**config.mk**
```make
export PLATFORM = sky130hd
export DESIGN_NAME = branch_predictor
export DESIGN_NICKNAME = d
export VERILOG_FILES = /design/src/rtl/branch_predictor.sv
export SDC_FILE = /design/constraint.sdc
export NUM_CORES = 2
export LEC_CHECK = 0
export ABC_AREA = 1
export CAP_MARGIN = 20
export CORE_ASPECT_RATIO = 1.5
export CORE_MARGIN = 2
export CORE_UTILIZATION = 40
export DETAILED_ROUTE_END_ITERATION = 7
export HOLD_SLACK_MARGIN = 0.08
export PLACE_DENSITY = 0.62
export SLEW_MARGIN = 20
export SYNTH_ARGS = -nofsm -noshare
export SYNTH_HDL_FRONTEND = slang
export SYNTH_SLANG_ARGS = --single-unit
```
**constraint.sdc**
```tcl
create_clock -name clk_i -period 4.05 [get_ports clk_i]
set_input_delay 0.81 -clock clk_i [delete_from_list [all_inputs] [get_ports clk_i]]
set_output_delay 0.81 -clock clk_i [all_outputs]
set_load 0.02 [all_outputs]
```
**src/rtl/branch_predictor.sv**
```systemverilog
// Direct-mapped tagged BTB with saturating direction counters, predicting next-PC beside IF.
// Optional performance counters are built only when BRANCH_PREDICTOR_PERF_CNT_EN is defined.
module branch_predictor #(
    parameter int unsigned XLEN    = 32,
    parameter int unsigned ENTRIES = 16,
    parameter int unsigned TAG_W   = 8,
    parameter int unsigned CTR_W   = 2,
    parameter int unsigned CNT_W   = 32
) (
    input  logic             clk_i,
    input  logic             rst_i,
    input  logic [XLEN-1:0]  if_pc_i,
    output logic             pred_taken_o,
    output logic [XLEN-1:0]  pred_target_o,
    input  logic             flush_i,
    input  logic             upd_valid_i,
    input  logic [XLEN-1:0]  upd_pc_i,
    input  logic             upd_taken_i,
    input  logic [XLEN-1:0]  upd_target_i,
    input  logic             upd_pred_taken_i,
    input  logic [XLEN-1:0]  upd_pred_target_i,
    output logic             mispredict_o,
    output logic [XLEN-1:0]  redirect_pc_o,
    output logic [CNT_W-1:0] branch_cnt_o,
    output logic [CNT_W-1:0] mispred_cnt_o
);

    localparam int unsigned IDX_W  = $clog2(ENTRIES);
    localparam int unsigned TAG_LO = IDX_W + 2;

    localparam logic [CTR_W-1:0] CtrMax    = '1;
    localparam logic [CTR_W-1:0] CtrWeakT  = CTR_W'(1) << (CTR_W - 1);
    localparam logic [CTR_W-1:0] CtrWeakNt = CtrWeakT - CTR_W'(1);

    logic             valid_q  [ENTRIES];
    logic             valid_d  [ENTRIES];
    logic [TAG_W-1:0] tag_q    [ENTRIES];
    logic [TAG_W-1:0] tag_d    [ENTRIES];
    logic [CTR_W-1:0] ctr_q    [ENTRIES];
    logic [CTR_W-1:0] ctr_d    [ENTRIES];
    logic [XLEN-1:0]  target_q [ENTRIES];
    logic [XLEN-1:0]  target_d [ENTRIES];

    logic [IDX_W-1:0] lk_idx;
    logic [TAG_W-1:0] lk_tag;
    logic             lk_hit;
    logic [IDX_W-1:0] up_idx;
    logic [TAG_W-1:0] up_tag;
    logic             up_hit;

    // Lookup reads registered state only, so a same-cycle update is not visible yet.
    always_comb begin
        lk_idx        = if_pc_i[IDX_W+1:2];
        lk_tag        = if_pc_i[TAG_LO+TAG_W-1:TAG_LO];
        lk_hit        = valid_q[lk_idx] && (tag_q[lk_idx] == lk_tag);
        pred_taken_o  = lk_hit && ctr_q[lk_idx][CTR_W-1];
        pred_target_o = pred_taken_o ? target_q[lk_idx] : if_pc_i + XLEN'(4);
    end

    always_comb begin
        up_idx        = upd_pc_i[IDX_W+1:2];
        up_tag        = upd_pc_i[TAG_LO+TAG_W-1:TAG_LO];
        up_hit        = valid_q[up_idx] && (tag_q[up_idx] == up_tag);
        mispredict_o  = upd_valid_i &&
                        ((upd_pred_taken_i != upd_taken_i) ||
                         (upd_taken_i && (upd_pred_target_i != upd_target_i)));
        redirect_pc_o = upd_taken_i ? upd_target_i : upd_pc_i + XLEN'(4);
    end

    always_comb begin
        valid_d  = valid_q;
        tag_d    = tag_q;
        ctr_d    = ctr_q;
        target_d = target_q;
        if (flush_i) begin
            // Only valid bits are cleared; stale ctr/target are unreachable until reallocated.
            for (int i = 0; i < ENTRIES; i++) begin
                valid_d[i] = 1'b0;
            end
        end else if (upd_valid_i) begin
            if (up_hit) begin
                if (upd_taken_i) begin
                    if (ctr_q[up_idx] != CtrMax) begin
                        ctr_d[up_idx] = ctr_q[up_idx] + CTR_W'(1);
                    end
                    target_d[up_idx] = upd_target_i;
                end else if (ctr_q[up_idx] != '0) begin
                    ctr_d[up_idx] = ctr_q[up_idx] - CTR_W'(1);
                end
            end else if (upd_taken_i) begin
                valid_d[up_idx]  = 1'b1;
                tag_d[up_idx]    = up_tag;
                ctr_d[up_idx]    = CtrWeakT;
                target_d[up_idx] = upd_target_i;
            end
        end
    end

    always_ff @(posedge clk_i) begin
        if (!rst_i) begin
            for (int i = 0; i < ENTRIES; i++) begin
                valid_q[i]  <= 1'b0;
                tag_q[i]    <= '0;
                ctr_q[i]    <= CtrWeakNt;
                target_q[i] <= '0;
            end
        end else begin
            valid_q  <= valid_d;
            tag_q    <= tag_d;
            ctr_q    <= ctr_d;
            target_q <= target_d;
        end
    end

`ifdef BRANCH_PREDICTOR_PERF_CNT_EN
    logic [CNT_W-1:0] branch_cnt_q;
    logic [CNT_W-1:0] branch_cnt_d;
    logic [CNT_W-1:0] mispred_cnt_q;
    logic [CNT_W-1:0] mispred_cnt_d;

    // Counters ignore flush_i and stick at all-ones.
    always_comb begin
        branch_cnt_d  = branch_cnt_q;
        mispred_cnt_d = mispred_cnt_q;
        if (upd_valid_i && (branch_cnt_q != '1)) begin
            branch_cnt_d = branch_cnt_q + CNT_W'(1);
        end
        if (mispredict_o && (mispred_cnt_q != '1)) begin
            mispred_cnt_d = mispred_cnt_q + CNT_W'(1);
        end
    end

    always_ff @(posedge clk_i) begin
        if (!rst_i) begin
            branch_cnt_q  <= '0;
            mispred_cnt_q <= '0;
        end else begin
            branch_cnt_q  <= branch_cnt_d;
            mispred_cnt_q <= mispred_cnt_d;
        end
    end

    assign branch_cnt_o  = branch_cnt_q;
    assign mispred_cnt_o = mispred_cnt_q;
`else
    assign branch_cnt_o  = '0;
    assign mispred_cnt_o = '0;
`endif

endmodule

```
==> out/summary.txt <==
top cells by count, synth: 1,044 x o21ai_0, 806 x nor2_1, 688 x dfxtp_1, 577 x nand2_1, 557 x a21oi_1
Setup crit start: if_pc_i[3]
initial antenna violation count: 0
crit path to: pred_target_o[2]
clock root buffer: clkbuf_16
critical path startpoint category: primary input
reg2reg start: tag_q[17]
share of layout cells above drive strength 1: 12.3%
FILL cells: 8,536
Worst Reg-to-Reg Cells: 17
Worst Tran Pin Value: 1.02 ns
WL/cell: 21.2 um
failing checks: design-rule violations
CTS buffer count: 70
Syn Inst Count: 5,083
Mapped Area: 0.0345 mm^2
Die ar.: 0.0887 mm^2
Worst-path clk slew: 0.06 ns
status: finished with violations
# Max-Cap Violations: 0
Layout area overhead: 22.0%
drt drc: 4
CP Data Arrival Time: 3.21 ns
hpwl dp: 93,200 um
Chip Width: 244 um
H-tree levels: 3
Overall Global Routing Usage: 30.1%
worst min-delay path by stage:
stage / startpoint / to / slack (ns) / cells past startpoint
after CTS: tag_q[33] / tag_q[33] / 0.46 / 2
after floorplan: ctr_q[10] / ctr_q[10] / 0.42 / 2
after global routing: ctr_q[22] / ctr_q[22] / 0.48 / 2
final: ctr_q[28] / ctr_q[28] / 0.46 / 2
after global placement: ctr_q[12] / ctr_q[12] / 0.43 / 2
after detailed placement: ctr_q[4] / ctr_q[4] / 0.45 / 2
sequential cells by signal (all words and copies together), names as in the netlist:
name,count
ctr_q,32
tag_q,128
target_q,512
valid_q,16
worst max-delay path, stage by stage:
cell and delay [ns]:
buf_6 0.14, inv_8 0.10, buf_4 0.16, a21oi_1 0.10
o21ai_0 0.13, nand3_1 0.16, nand3_1 0.19, nand4_1 0.21
nand2_1 0.09, nor2_2 0.13, nand4_1 0.18, buf_12 0.21
buf_12 0.14, o21ai_0 0.14, clkdlybuf4s15_2 0.28
metal layers:
layer / track usage, % / wire length [um] / up-vias
li1: - / - / 17400
met1: 36.0 / 53600 / 17000
met2: 50.6 / 64900 / 1561
met3: 3.67 / 9270 / 363
met4: 19.9 / 9760 / 0
met5: 0 / 0 / -
timing repair:
item,CTS,global route
cloned,1,0
endpoints found under the setup margin,49,45
setup buffers,7,5
pin swaps,16,19
gates resized,201,79
layout make-up:
type | instances | area (um^2) | share of cell area (%)
Multi-Input combinational cell | 3655 | 17900 | 42.6
Sequential cell | 688 | 13800 | 32.7
Timing Repair Buffer | 576 | 5440 | 12.9
Clock buffer | 99 | 2100 | 4.98
Tap cell | 1139 | 1430 | 3.38
Inverter | 291 | 1120 | 2.65
Clock inverter | 30 | 338 | 0.802
logic make-up after synthesis:
family | share of synthesized area [%]
buffers and inverters | 9.96
AND/OR/NAND/NOR | 20.5
XOR/XNOR | 1.88
AND-OR/OR-AND | 27.6
adder cells (fa/ha/maj) | 0.254
flip-flops | 39.9
other | 0.0109
metrics by stage:
| stage | hold slack, ns | setup TNS, ns | area, um^2 | util, % | worst slack, ns |
|---|---|---|---|---|---|
| detailed placement | 0.446 | -22.70 | 39400 | 45.9 | -0.673 |
| global placement | 0.435 | -19.57 | 39400 | 45.9 | -0.568 |
| CTS | 0.461 | 0 | 42000 | 48.9 | 0.00186 |
| finish | 0.458 | 0 | 42100 | 49.0 | 0.0258 |
| floorplan | 0.424 | 0 | 34800 | - | 0.224 |
| global route | 0.479 | -0.955 | 42100 | 49.0 | -0.141 |
where the power goes:
part | total (uW) | internal (uW) | leakage, uW | switching, uW
Sequential | 6850 | 6820 | 0.00555 | 30.8
Clock | 6930 | 4020 | 0.00120 | 2910
Combinational | 2250 | 769 | 0.0108 | 1480
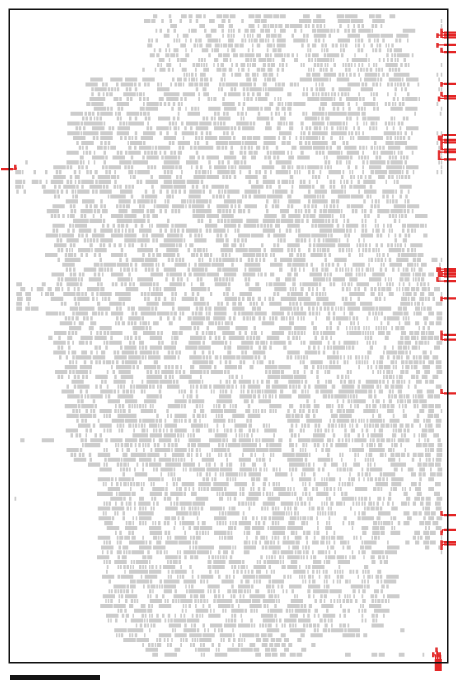
Fig. 1. Port wiring.
Scale bar: 50 um.
Key: `mispred_cnt_o` = red [bits 32, direction output, edge 27 right, 4 bottom, 1 left, end cells 32, buffers 0, wire 108 um]
buffers added on ports: 199
IO Pins: 264

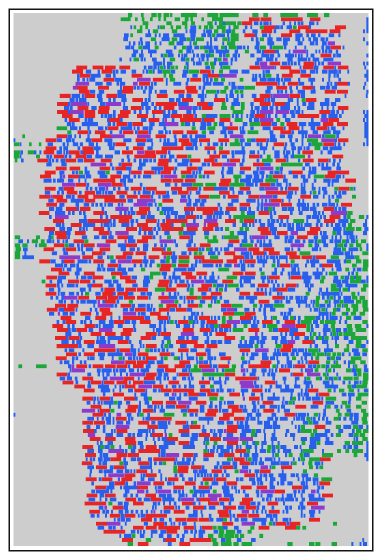
Fig. 2. Placement by cell class.
Fill, decap, tap and diode cells in gray.
Key: other buffers and delay cells = green [cells 576, share of their area 13%]; flip-flops = red [cells 688, share of their area 34%]; all other logic = blue [cells 3,946, share of their area 47%]; clock drivers and dummy loads = purple [cells 129, share of their area 6.0%]

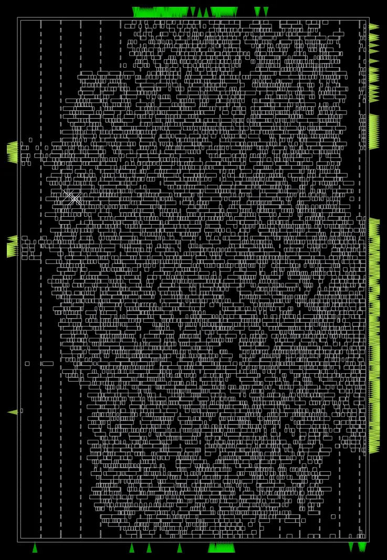
Fig. 3. Cell placement.
post-layout util: 49.0%
flop share of the area: 32.7%

Power is estimated from default activity; no workload was simulated.
